==> run_1/logic_types.png <==
Bar = 50 um.
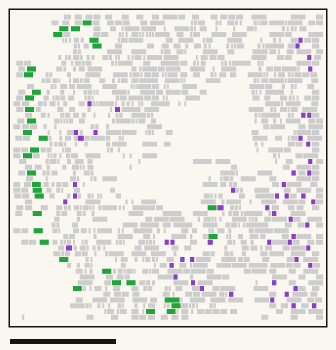
==> run_1/flops_by_reg.png <==
Bar = 50 um. Other sequential cells in the stronger grey, the rest of the logic in the fainter grey.
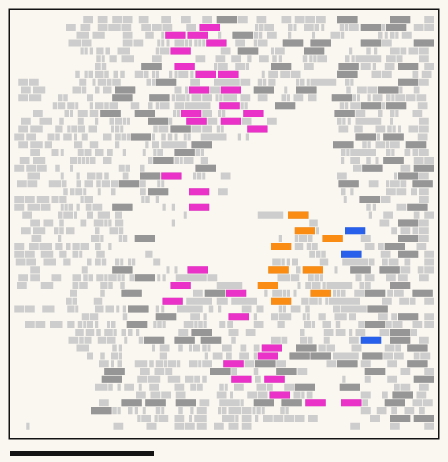
==> run_1/wires.png <==
Bar = 50 um.
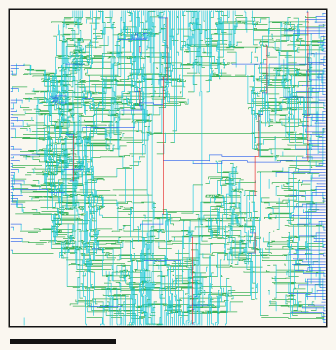
==> run_1/congestion.png <==
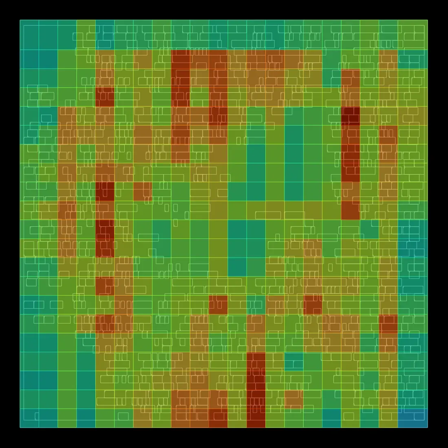
`src/rtl/lsu_pkg.sv`:
```
// Shared types and constants for the load/store sequencer.
package lsu_pkg;

   typedef enum logic [2:0] {
      IDLE  = 3'd0,
      REQ   = 3'd1,
      CHECK = 3'd2,
      BUSY  = 3'd3,
      DONE  = 3'd4
   } lsu_state_e;

   localparam logic [1:0] SIZE_BYTE = 2'b00;
   localparam logic [1:0] SIZE_HALF = 2'b01;
   localparam logic [1:0] SIZE_WORD = 2'b10;

   localparam logic [3:0] CAUSE_ILLEGAL     = 4'd2;
   localparam logic [3:0] CAUSE_LD_MISALIGN = 4'd4;
   localparam logic [3:0] CAUSE_LD_ACCESS   = 4'd5;
   localparam logic [3:0] CAUSE_ST_MISALIGN = 4'd6;
   localparam logic [3:0] CAUSE_ST_ACCESS   = 4'd7;

   // Natural alignment check on the low address bits for a given access size.
   function automatic logic is_misaligned(input logic [1:0] size, input logic [1:0] addr_lo);
      return ((size == SIZE_WORD) && (addr_lo != 2'b00)) ||
             ((size == SIZE_HALF) && addr_lo[0]);
   endfunction

endpackage

```
`src/rtl/lsu_fault_encode.sv`:
```
// Combinational fault priority and mcause mapping for load/store completions.
module lsu_fault_encode
   import lsu_pkg::*;
(
   input  logic       is_store_i,
   input  logic       op_fault_i,
   input  logic       addr_fault_i,
   input  logic       access_fault_i,
   output logic       fault_o_c,
   output logic [3:0] cause_o_c
);

   always_comb begin
      fault_o_c = op_fault_i | addr_fault_i | access_fault_i;
      cause_o_c = 4'd0;
      if (op_fault_i) begin
         cause_o_c = CAUSE_ILLEGAL;
      end else if (addr_fault_i) begin
         cause_o_c = is_store_i ? CAUSE_ST_MISALIGN : CAUSE_LD_MISALIGN;
      end else if (access_fault_i) begin
         cause_o_c = is_store_i ? CAUSE_ST_ACCESS : CAUSE_LD_ACCESS;
      end
   end

endmodule

```
`src/rtl/lsu_sequencer.sv`:
```
// Single-outstanding load/store sequencer in front of the memory access unit.
// Optional local alignment/size precheck: define LSU_MISALIGN_PRECHECK_EN.
module lsu_sequencer
   import lsu_pkg::*;
#(
   parameter int unsigned XLEN           = 32,
   parameter int unsigned TIMEOUT_CYCLES = 255
) (
   input  logic            clk,
   input  logic            reset,
   input  logic            req_valid,
   output logic            req_ready,
   input  logic            req_is_store,
   input  logic [2:0]      req_funct3,
   input  logic [XLEN-1:0] req_base,
   input  logic [XLEN-1:0] req_imm,
   input  logic [XLEN-1:0] req_wdata,
   output logic            mem_available,
   output logic            mem_is_write,
   output logic            mem_is_unsigned,
   output logic [1:0]      mem_op,
   output logic [XLEN-1:0] mem_addr,
   output logic [XLEN-1:0] mem_in,
   input  logic [XLEN-1:0] mem_out,
   input  logic            mem_busy,
   input  logic            mem_op_fault,
   input  logic            mem_addr_fault,
   input  logic            mem_access_fault,
   output logic            rsp_valid,
   output logic [XLEN-1:0] rsp_rdata,
   output logic            rsp_fault,
   output logic [3:0]      rsp_cause,
   output logic [XLEN-1:0] rsp_tval
);

   localparam int unsigned CNT_W = $clog2(TIMEOUT_CYCLES + 2);

   lsu_state_e      state_q, state_d;
   logic [CNT_W-1:0] cnt_q, cnt_d;
   logic            req_ready_q, req_ready_d;
   logic            mem_available_q, mem_available_d;
   logic            mem_is_write_q, mem_is_write_d;
   logic            mem_is_unsigned_q, mem_is_unsigned_d;
   logic [1:0]      mem_op_q, mem_op_d;
   logic [XLEN-1:0] mem_addr_q, mem_addr_d;
   logic [XLEN-1:0] mem_in_q, mem_in_d;
   logic            rsp_valid_q, rsp_valid_d;
   logic [XLEN-1:0] rsp_rdata_q, rsp_rdata_d;
   logic            rsp_fault_q, rsp_fault_d;
   logic [3:0]      rsp_cause_q, rsp_cause_d;
   logic [XLEN-1:0] rsp_tval_q, rsp_tval_d;

   logic [XLEN-1:0] ea_c;
   logic            idle_c;
   logic            timeout_c;
   logic            pre_op_c;
   logic            pre_addr_c;
   logic            enc_store_c;
   logic            enc_op_c;
   logic            enc_addr_c;
   logic            enc_access_c;
   logic            enc_fault_c;
   logic [3:0]      enc_cause_c;
   logic            finish_c;

   assign ea_c   = req_base + req_imm;
   assign idle_c = (state_q == IDLE);

   assign timeout_c = (TIMEOUT_CYCLES != 0) && (state_q == BUSY) && mem_busy &&
                      (cnt_q == CNT_W'(TIMEOUT_CYCLES - 1));

`ifdef LSU_MISALIGN_PRECHECK_EN
   assign pre_op_c   = (req_funct3[1:0] == 2'b11);
   assign pre_addr_c = is_misaligned(req_funct3[1:0], ea_c[1:0]);
`else
   assign pre_op_c   = 1'b0;
   assign pre_addr_c = 1'b0;
`endif

   // In IDLE the encoder judges the incoming request; afterwards, the memory's verdict.
   assign enc_store_c  = idle_c ? req_is_store : mem_is_write_q;
   assign enc_op_c     = idle_c ? pre_op_c     : mem_op_fault;
   assign enc_addr_c   = idle_c ? pre_addr_c   : mem_addr_fault;
   assign enc_access_c = idle_c ? 1'b0         : (mem_access_fault | timeout_c);

   lsu_fault_encode u_fault_encode (
      .is_store_i     (enc_store_c),
      .op_fault_i     (enc_op_c),
      .addr_fault_i   (enc_addr_c),
      .access_fault_i (enc_access_c),
      .fault_o_c      (enc_fault_c),
      .cause_o_c      (enc_cause_c)
   );

   always_comb begin
      state_d           = state_q;
      cnt_d             = cnt_q;
      mem_is_write_d    = mem_is_write_q;
      mem_is_unsigned_d = mem_is_unsigned_q;
      mem_op_d          = mem_op_q;
      mem_addr_d        = mem_addr_q;
      mem_in_d          = mem_in_q;
      rsp_valid_d       = 1'b0;
      rsp_rdata_d       = '0;
      rsp_fault_d       = 1'b0;
      rsp_cause_d       = 4'd0;
      rsp_tval_d        = '0;
      finish_c          = 1'b0;

      case (state_q)
         IDLE: begin
            if (req_valid) begin
               mem_is_write_d    = req_is_store;
               mem_is_unsigned_d = req_funct3[2];
               mem_op_d          = req_funct3[1:0];
               mem_addr_d        = ea_c;
               mem_in_d          = req_wdata;
               state_d           = REQ;
               finish_c          = enc_fault_c;
            end
         end
         REQ:   state_d = CHECK;
         CHECK: begin
            if (mem_busy) begin
               state_d = BUSY;
               cnt_d   = '0;
            end else begin
               finish_c = 1'b1;
            end
         end
         BUSY: begin
            if (!mem_busy || timeout_c) begin
               finish_c = 1'b1;
            end else begin
               cnt_d = cnt_q + CNT_W'(1);
            end
         end
         DONE:    state_d = IDLE;
         default: state_d = IDLE;
      endcase

      // Completion: one-cycle response built from the encoder and captured read data.
      if (finish_c) begin
         state_d     = DONE;
         rsp_valid_d = 1'b1;
         rsp_fault_d = enc_fault_c;
         if (enc_fault_c) begin
            rsp_cause_d = enc_cause_c;
            rsp_tval_d  = idle_c ? ea_c : mem_addr_q;
         end else if (!mem_is_write_q) begin
            rsp_rdata_d = mem_out;
         end
      end

      mem_available_d = (state_d == REQ) || (state_d == CHECK) || (state_d == BUSY);
      req_ready_d     = (state_d == IDLE);
   end

   always_ff @(posedge clk) begin
      if (reset) begin
         state_q           <= IDLE;
         cnt_q             <= '0;
         req_ready_q       <= 1'b1;
         mem_available_q   <= 1'b0;
         mem_is_write_q    <= 1'b0;
         mem_is_unsigned_q <= 1'b0;
         mem_op_q          <= 2'b00;
         mem_addr_q        <= '0;
         mem_in_q          <= '0;
         rsp_valid_q       <= 1'b0;
         rsp_rdata_q       <= '0;
         rsp_fault_q       <= 1'b0;
         rsp_cause_q       <= 4'd0;
         rsp_tval_q        <= '0;
      end else begin
         state_q           <= state_d;
         cnt_q             <= cnt_d;
         req_ready_q       <= req_ready_d;
         mem_available_q   <= mem_available_d;
         mem_is_write_q    <= mem_is_write_d;
         mem_is_unsigned_q <= mem_is_unsigned_d;
         mem_op_q          <= mem_op_d;
         mem_addr_q        <= mem_addr_d;
         mem_in_q          <= mem_in_d;
         rsp_valid_q       <= rsp_valid_d;
         rsp_rdata_q       <= rsp_rdata_d;
         rsp_fault_q       <= rsp_fault_d;
         rsp_cause_q       <= rsp_cause_d;
         rsp_tval_q        <= rsp_tval_d;
      end
   end

   assign req_ready       = req_ready_q;
   assign mem_available   = mem_available_q;
   assign mem_is_write    = mem_is_write_q;
   assign mem_is_unsigned = mem_is_unsigned_q;
   assign mem_op          = mem_op_q;
   assign mem_addr        = mem_addr_q;
   assign mem_in          = mem_in_q;
   assign rsp_valid       = rsp_valid_q;
   assign rsp_rdata       = rsp_rdata_q;
   assign rsp_fault       = rsp_fault_q;
   assign rsp_cause       = rsp_cause_q;
   assign rsp_tval        = rsp_tval_q;

endmodule

```
`config.mk`:
```
export PLATFORM = sky130hd
export DESIGN_NAME = lsu_sequencer
export DESIGN_NICKNAME = d
export VERILOG_FILES = /design/src/rtl/lsu_pkg.sv /design/src/rtl/lsu_fault_encode.sv /design/src/rtl/lsu_sequencer.sv
export SDC_FILE = /design/constraint.sdc
export NUM_CORES = 1
export LEC_CHECK = 0
export ABC_CLOCK_PERIOD_IN_PS = 4400
export CAP_MARGIN = 20
export CORE_UTILIZATION = 30
export DETAILED_ROUTE_END_ITERATION = 8
export SLEW_MARGIN = 25
export SYNTH_ARGS = -nofsm -noshare
export SYNTH_HDL_FRONTEND = slang
export SYNTH_SLANG_ARGS = --single-unit
```
`constraint.sdc`:
```
create_clock -name clk -period 4.4 [get_ports clk]
set_input_delay 1.1 -clock clk [delete_from_list [all_inputs] [get_ports clk]]
set_output_delay 1.1 -clock clk [all_outputs]
set_load 0.05 [all_outputs]
```
==> flow_metrics.py, run 1 <==
# Synthesis and PnR figures
metrics = {
    "routing": {
        "drc_errors": 0,
        "vias": 6163,
        "wl_met1_um": 8786,
        "drt_pass1_iterations": 5,
        "wire_per_inst_um": 15.15,
        "wl_met3_um": 1236,
        "routed_wirelength_um": 19930,
    },
    "setup_path": {
        "worst_setup_path_startpoint": "req_base[0]",
        "endpoint_kind": "flip-flop",
        "crit_required_ps": 4740,
        "cp_top_family": "AND-OR/OR-AND gates",
        "worstPathBufferInverterCount": 2,
        "endpoint": "mem_addr[28]$_SDFFE_PP0P_",
        "worst_reg2reg_path_depth": 8,
        "ff_to_ff_end": "rsp_rdata[1]$_SDFF_PP0_",
        "critPathLaunchType": "primary input",
        "cp.arrival_ps": 3930,
    },
    "pwr": {
        "combPwrFrac": 0.262,
        "clock_power_share": 0.361,
        "vdd.ir_drop.worst_uv": 238.5,
        "leakage_nw": 3.983,
        "internal_power_mw": 2.710,
        "p_sw_mw": 1.290,
        "dominant_power_group": "registers",
    },
    "clock_tree": {
        "clock_insertion_delay_worst_skew_ps": 420,
        "postCtsHoldBufs": 0,
        "clock_path_buffers": 2,
        "cts_max_level": 4,
        "total_of_cells_resized_after_clock_tree_synthesis": 0,
    },
    "hold_path": {
        "hold_class": "flip-flop to flip-flop",
        "whs_endpoint": "mem_in[16]$_SDFFE_PP0P_",
    },
    "final_layout": {
        "diodes": 0,
        "layout.cells.most_common_list": "276 x sky130_fd_sc_hd__clkdlybuf4s50_1, 151 x sky130_fd_sc_hd__dfxtp_1, 138 x sky130_fd_sc_hd__nand2_1",
        "num-nets-final": 1200,
        "layout-area-overhead-vs-synth_pct": 55.63,
    },
    "job": {
        "warnings": 27,
        "timing.max_cap.violations": 0,
    },
    "logic_synthesis": {
        "synthSimpleGateAreaFrac": 0.2289,
        "post_synth.cell_area_avg_sq_um": 8.448,
        "number_of_warnings_printed_during_yosys_synthesis": 0,
        "synth-edff-count": 0,
        "syn_area_sq_um": 6471,
        "synthAdderAreaFrac": 0.06690,
        "yosysTopAreaCellShare": 0.4671,
        "synth_cells": 766,
        "yosys.stat.seqShare": 0.4671,
        "mux_area_frac": 0.003094,
        "postSynth.topFlopCell": "sky130_fd_sc_hd__dfxtp_1",
        "synth.distinct_cells": 61,
    },
    "floorplanning": {
        "die-area_sq_um": 22160,
        "die-width_um": 148.9,
        "die-height_um": 148.9,
        "ios": 279,
    },
    "global_route": {
        "grt_usage": 0.1750,
        "vias_in_the_first_global_route": 5583,
    },
    "status": {
        "status": "complete, no violations",
    },
    "place": {
        "dpl_worst_slack_ps": 419.5,
        "dp_hpwl_um": 15080,
    },
    "timing": {
        "max_slew_margin": 0.6118,
        "maxClockFrequency_mhz": 278.4,
        "skew_ps": 8.023,
    },
}
## Picture notes: logic_types.png
- purple: and/or cells (cells 53)
- green: fa/ha/maj cells (cells 34)

## Picture notes: flops_by_reg.png
- orange: cnt_q (sequential cells 9)
- blue: rsp_cause (sequential cells 3)
- magenta: rsp_tval (sequential cells 32; where a vertical strip down the middle)

## Picture notes: wires.png
- blue: metal 3 (wire length 1240 um)
- red: metal 4 (wire length 308 um)
- green: metal 1 (wire length 8790 um)
- cyan: metal 2 (wire length 9600 um)

## Picture notes: congestion.png
GRT Max-Usage Layer: met2
final design utilization: 0.4776
GRT met2 Usage: 0.3058
met3 track utilization from global routing: 0.03394

run 1: registers in the layout, summed over array words and instances, names as in the netlist:
name and cells:
rsp_valid 1, req_ready 1, rsp_fault 1, mem_is_write 1, mem_available 1, rsp_rdata 32, mem_is_unsigned 1, rsp_cause 3
mem_in 32, state_q 3, cnt_q 9, mem_op 2, rsp_tval 32, mem_addr 32
run 1: metrics by stage:
stage / utilization / cells / cell area [sq um] / hold WS, ps / total power [mW]
after floorplan: - / 766 / 6471 / 458.8 / 2.180
after global placement: 0.4497 / 1283 / 9483 / 440.9 / 2.586
after detailed placement: 0.4497 / 1283 / 9483 / 445.7 / 2.588
after CTS: 0.4776 / 1315 / 10070 / 454.1 / 4.044
after global routing: 0.4776 / 1315 / 10070 / 469.0 / 4.182
final: 0.4776 / 1315 / 10070 / 451.4 / 4.000
run 1: synthesized netlist by cell type, types with 13 or more instances:
cell	n
sky130_fd_sc_hd__xnor2_1	18
sky130_fd_sc_hd__nor2_1	79
sky130_fd_sc_hd__inv_1	13
sky130_fd_sc_hd__nand3_1	15
sky130_fd_sc_hd__and2_1	34
sky130_fd_sc_hd__a21oi_1	84
sky130_fd_sc_hd__nand2_1	139
sky130_fd_sc_hd__dfxtp_1	151
sky130_fd_sc_hd__a21o_1	15
sky130_fd_sc_hd__ha_1	33
sky130_fd_sc_hd__o21ai_0	20
sky130_fd_sc_hd__clkbuf_1	37
run 1: cell type report:
type                       count  area, sq um
fill                        2049        11020
clock inverter                14        148.9
inverter                      13        48.80
clock buffer                  18        439.2
multi-input combinational    559         3239
timing repair buffer         285         2828
sequential                   151         3023
tap                          275        344.1
run 1: tightest hold or removal path: stages (launching register included):
cell	delay, ps
sky130_fd_sc_hd__dfxtp_1	310
sky130_fd_sc_hd__nand2_1	50
sky130_fd_sc_hd__a21oi_1	50
==> run_1/detail.png <==
Bar = 5 um. Window x 64 to 84, y 94 to 114 um. Cells in grey, sequential cells in the stronger grey; small squares are vias.
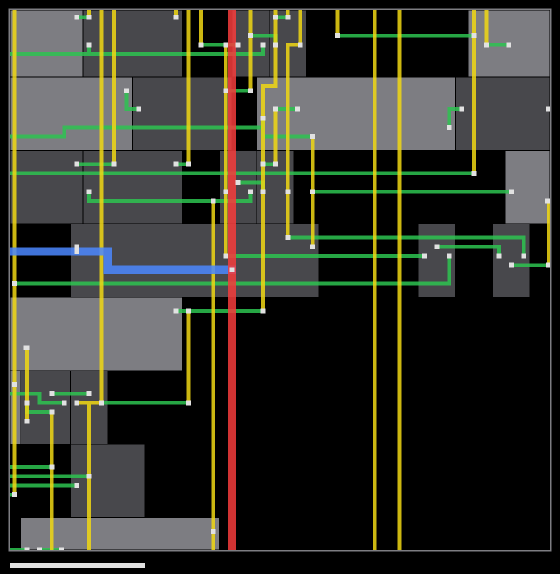

## Run 2: what changed since run 1
- ABC_CLOCK_PERIOD_IN_PS: 4400 -> 2900
- clock period: 4.4 -> 2.9 ns (I/O delays scaled with it)
==> run_2/detail.png <==
Bar = 5 um. Window x 64 to 84, y 94 to 114 um. Cells in grey, sequential cells in the stronger grey; small squares are vias.
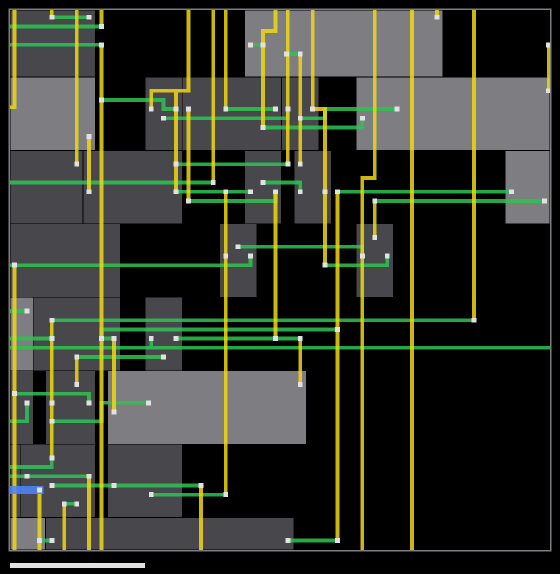
- green: metal 1
- yellow: metal 2
- blue: metal 3
- sequential cells in the window: 3
- netlist names of flops here include: rsp_tval (2), mem_addr (1)
- cells with their middle in the window: 19
- most frequent: nor2_1 (6), clkdlybuf4s50_1 (4), dfxtp_1 (3)

==> run 2 against run 1 <==
Sequential power grew 52%. Critical endpoint is now mem_addr[21]$_SDFFE_PP0P_. Die size stayed put. Area after synthesis unchanged.
==> flow_metrics.py, run 2 <==
# Synthesis and PnR figures
metrics = {
    "floorplanning": {
        "ios": 279,
        "die-width_um": 148.9,
        "die-height_um": 148.9,
        "die-area_sq_um": 22160,
    },
    "logic_synthesis": {
        "synth.cells.most_frequent": "151 x sky130_fd_sc_hd__dfxtp_1, 139 x sky130_fd_sc_hd__nand2_1, 84 x sky130_fd_sc_hd__a21oi_1",
        "number_of_warnings_printed_during_yosys_synthesis": 0,
        "post-synth-top-count-cell": "sky130_fd_sc_hd__dfxtp_1",
        "yosys.stat.seqShare": 0.4671,
        "synthAdderAreaFrac": 0.06690,
        "synthSimpleGateAreaFrac": 0.2289,
        "post_synth.cell_area_avg_sq_um": 8.448,
        "synth.distinct_cells": 61,
        "syn_area_sq_um": 6471,
    },
    "timing": {
        "max_slew_margin": 0.6008,
        "maxClockFrequency_mhz": 352.7,
    },
    "setup_path": {
        "worst_reg2reg_path_depth": 8,
        "endpoint_kind": "flip-flop",
        "cp.arrival_ps": 3180,
        "crit_required_ps": 3250,
        "critPathLaunchType": "primary input",
        "ff_to_ff_end": "rsp_rdata[1]$_SDFF_PP0_",
    },
    "global_route": {
        "global_route.usage.met2": 0.3234,
        "gr-usage-met3": 0.04159,
        "globalRoute.busiestLayer": "met2",
        "grt_usage": 0.1845,
        "vias_in_the_first_global_route": 5963,
    },
    "routing": {
        "vias": 6395,
        "routed_wirelength_um": 20710,
        "drc_errors": 0,
    },
    "pwr": {
        "p_sw_mw": 1.976,
        "clock_power_share": 0.369,
        "combPwrFrac": 0.276,
        "vdd.ir_drop.worst_uv": 385.2,
        "dominant_power_group": "clock",
        "power.total_mw": 6.434,
        "internal_power_mw": 4.459,
    },
    "final_layout": {
        "regArea_sq_um": 3023,
        "diodes": 0,
        "nFillCells": 2003,
        "layout.cells.most_common_list": "275 x sky130_fd_sc_hd__clkdlybuf4s50_1, 151 x sky130_fd_sc_hd__dfxtp_1, 138 x sky130_fd_sc_hd__nand2_1",
        "logic_area_sq_um": 3366,
        "layout-area-overhead-vs-synth_pct": 67.27,
        "finalInstanceArea_sq_um": 10820,
    },
    "place": {
        "dp_hpwl_um": 16010,
        "place.detailed.instances": 1356,
        "placed_instance_area_sq_um": 10060,
    },
    "hold_path": {
        "hold_class": "flip-flop to flip-flop",
        "whs_endpoint": "mem_in[5]$_SDFFE_PP0P_",
    },
    "clock_tree": {
        "cts_max_level": 4,
        "postCtsHoldBufs": 0,
        "clock_path_buffers": 2,
        "clock_insertion_delay_worst_skew_ps": 420,
    },
    "job": {
        "timing.max_cap.violations": 0,
        "warnings": 28,
    },
    "status": {
        "status": "complete, no violations",
    },
}
run 2: cell counts after synthesis:
Identical to the previous run, type by type.
run 2: worst max path at each step:
stage,from,endpoint,slack (ps),cells past startpoint
6_report,req_base[1],mem_addr[21]$_SDFFE_PP0P_,60,10
5_1_grt,req_base[1],mem_addr[21]$_SDFFE_PP0P_,-40,10
4_1_cts,req_imm[8],mem_addr[21]$_SDFFE_PP0P_,9,10
3_5_place_dp,req_base[7],mem_addr[30]$_SDFFE_PP0P_,-650,10
3_3_place_gp,req_base[7],mem_addr[30]$_SDFFE_PP0P_,-540,10
2_1_floorplan,req_base[8],mem_addr[21]$_SDFFE_PP0P_,100,9
run 2: area by class of cell:
class                      instances  share of cell area
timing repair buffer             358              0.3144
multi-input combinational        559              0.3109
tap                              275             0.03179
sequential                       151              0.2793
clock inverter                    10             0.01561
inverter                          13            0.004508
clock buffer                      21             0.04346
run 2: worst max-delay path, stage by stage:
cell and delay (ps):
sky130_fd_sc_hd__clkdlybuf4s50_1 430, sky130_fd_sc_hd__ha_1 280, sky130_fd_sc_hd__a21oi_1 90, sky130_fd_sc_hd__nand4b_1 270
sky130_fd_sc_hd__a21oi_2 260, sky130_fd_sc_hd__nor3_1 90, sky130_fd_sc_hd__o31ai_2 210, sky130_fd_sc_hd__or3b_1 380
sky130_fd_sc_hd__or3_1 310, sky130_fd_sc_hd__a31oi_1 150
run 2: timing repair:
item / in CTS / in global routing
gates resized: 10 / 18
endpoints found under the setup margin: 7 / 12
pin swaps: 3 / 8
run 2: layer usage:
layer | vias to the layer above | part of all wire | wire, um
met5 | - | 0 | 0
met4 | 0 | 0.015 | 312
met3 | 23 | 0.063 | 1295
met2 | 211 | 0.49 | 10120
met1 | 2886 | 0.43 | 8982
li1 | 3275 | - | -
## Run 3: what changed since run 2
- CTS_CLUSTER_SIZE: default -> 8
- GPL_ROUTABILITY_DRIVEN: default -> 0
==> run_3/wires.png <==
Bar = 50 um.
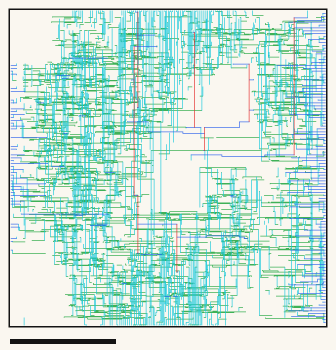
- blue: metal 3 (wire length 1300 um)
- green: metal 1 (wire length 8980 um)
- red: metal 4 (wire length 312 um)
- cyan: metal 2 (wire length 10100 um)

==> run 3 against run 2 <==
Via count unchanged. Clock skew unchanged. Wire length unchanged. Largest cell class unchanged. Die size unchanged.
==> flow_metrics.py, run 3 <==
# Synthesis and PnR figures
metrics = {
    "status": {
        "status": "complete, no violations",
    },
    "job": {
        "timing.max_cap.violations": 0,
    },
    "routing": {
        "wl_met3_um": 1295,
        "vias": 6395,
        "routed_wirelength_um": 20710,
        "drc_errors": 0,
        "detailroute.wirelength.met2_um": 10120,
        "top_layer": "met4",
        "wl_met1_um": 8982,
    },
    "final_layout": {
        "layout.cells.most_common_list": "275 x sky130_fd_sc_hd__clkdlybuf4s50_1, 151 x sky130_fd_sc_hd__dfxtp_1, 138 x sky130_fd_sc_hd__nand2_1",
        "layout-area-overhead-vs-synth_pct": 67.27,
        "diodes": 0,
        "dominant_cells": "buffers",
        "nFillCells": 2003,
        "clkCellAreaFrac": 0.05907,
        "regArea_sq_um": 3023,
        "inverters_excl_clock": 13,
        "number_of_clock_buffer_instances_in_the_layout": 21,
        "num-multi-input-gates": 559,
        "number_of_flip_flops_and_latches": 151,
        "final-nonclk-buf-share": 0.3144,
        "non_clock_buffer_total_of_the_final_layout": 358,
        "combAreaFraction": 0.3109,
        "finalInstanceArea_sq_um": 10820,
    },
    "hold_path": {
        "hold_class": "flip-flop to flip-flop",
        "whs_endpoint": "mem_in[5]$_SDFFE_PP0P_",
    },
    "setup_path": {
        "worstPathBufferInverterCount": 1,
        "worstSetupPathDepth": 10,
        "sequence_of_cells_on_the_critical_path": "clkdlybuf4s50_1, ha_1, a21oi_1, nand4b_1, a21oi_2, nor3_1, o31ai_2, or3b_1, or3_1, a31oi_1",
        "cp.arrival_ps": 3180,
        "critPathSlowestCell": "sky130_fd_sc_hd__clkdlybuf4s50_1",
        "worst_path_largest_cell_delay_ps": 430,
        "crit_required_ps": 3250,
    },
    "logic_synthesis": {
        "synth.cells.most_frequent": "151 x sky130_fd_sc_hd__dfxtp_1, 139 x sky130_fd_sc_hd__nand2_1, 84 x sky130_fd_sc_hd__a21oi_1",
        "number_of_warnings_printed_during_yosys_synthesis": 0,
        "syn_area_sq_um": 6471,
        "synth.distinct_cells": 61,
        "yosys.stat.seqShare": 0.4671,
        "post_synth.cell_area_avg_sq_um": 8.448,
        "post-synth-top-count-cell": "sky130_fd_sc_hd__dfxtp_1",
    },
    "floorplanning": {
        "die-width_um": 148.9,
        "die-area_sq_um": 22160,
        "die-height_um": 148.9,
    },
    "clock_tree": {
        "postCtsHoldBufs": 0,
        "clock_path_buffers": 2,
        "clock_insertion_delay_worst_skew_ps": 420,
    },
    "global_route": {
        "vias_in_the_first_global_route": 5963,
        "grt_usage": 0.1845,
        "global_route.usage.met2": 0.3234,
        "gr-usage-met3": 0.04159,
    },
    "place": {
        "dp_hpwl_um": 16010,
        "placed_instance_area_sq_um": 10060,
    },
    "pwr": {
        "vdd.ir_drop.worst_uv": 385.2,
    },
    "timing": {
        "max_slew_margin": 0.6008,
    },
}
==> run 3: cell counts after synthesis <==
Identical to the previous run, type by type.
==> run 3: repair_timing <==
action	CTS	global route
resized	10	18
pin swaps	3	8
setup endpoints to repair	7	12
==> run 3: where the power goes <==
group / switching, mW / internal, mW
clock network: 0.866 / 1.51
logic: 1.02 / 0.750
registers: 0.0868 / 2.20
==> run 3: logic make-up after synthesis <==
kind of cell | after synthesis | share of synthesized area
xor+xnor | 28 | 0.03790
buf+inv | 56 | 0.03364
other cells | 1 | 0.0005795
flops | 151 | 0.4671
compound gates | 170 | 0.1618
mux | 2 | 0.003094
simple gates | 324 | 0.2289
fa+ha+maj | 34 | 0.06690
==> run 3: how the worst max path moves through the flow <==
stage / from / end / slack (ps)
finish: req_base[1] / mem_addr[21]$_SDFFE_PP0P_ / 60
detailed placement: req_base[7] / mem_addr[30]$_SDFFE_PP0P_ / -650
global placement: req_base[7] / mem_addr[30]$_SDFFE_PP0P_ / -540
floorplan: req_base[8] / mem_addr[21]$_SDFFE_PP0P_ / 100
CTS: req_imm[8] / mem_addr[21]$_SDFFE_PP0P_ / 9
global route: req_base[1] / mem_addr[21]$_SDFFE_PP0P_ / -40
==> run 3: stage by stage <==
| stage | power (mW) | worst slack, ps | util | std cells |
|---|---|---|---|---|
| 2_1_floorplan | 3.308 | 98.23 | - | 766 |
| 3_3_place_gp | 4.070 | -543.7 | 0.4769 | 1356 |
| 3_5_place_dp | 4.076 | -653.5 | 0.4769 | 1356 |
| 4_1_cts | 6.480 | 9.203 | 0.5089 | 1387 |
| 5_1_grt | 6.720 | -38.24 | 0.5133 | 1387 |
| 6_report | 6.434 | 64.79 | 0.5133 | 1387 |
Power and IR drop assume default switching activity.
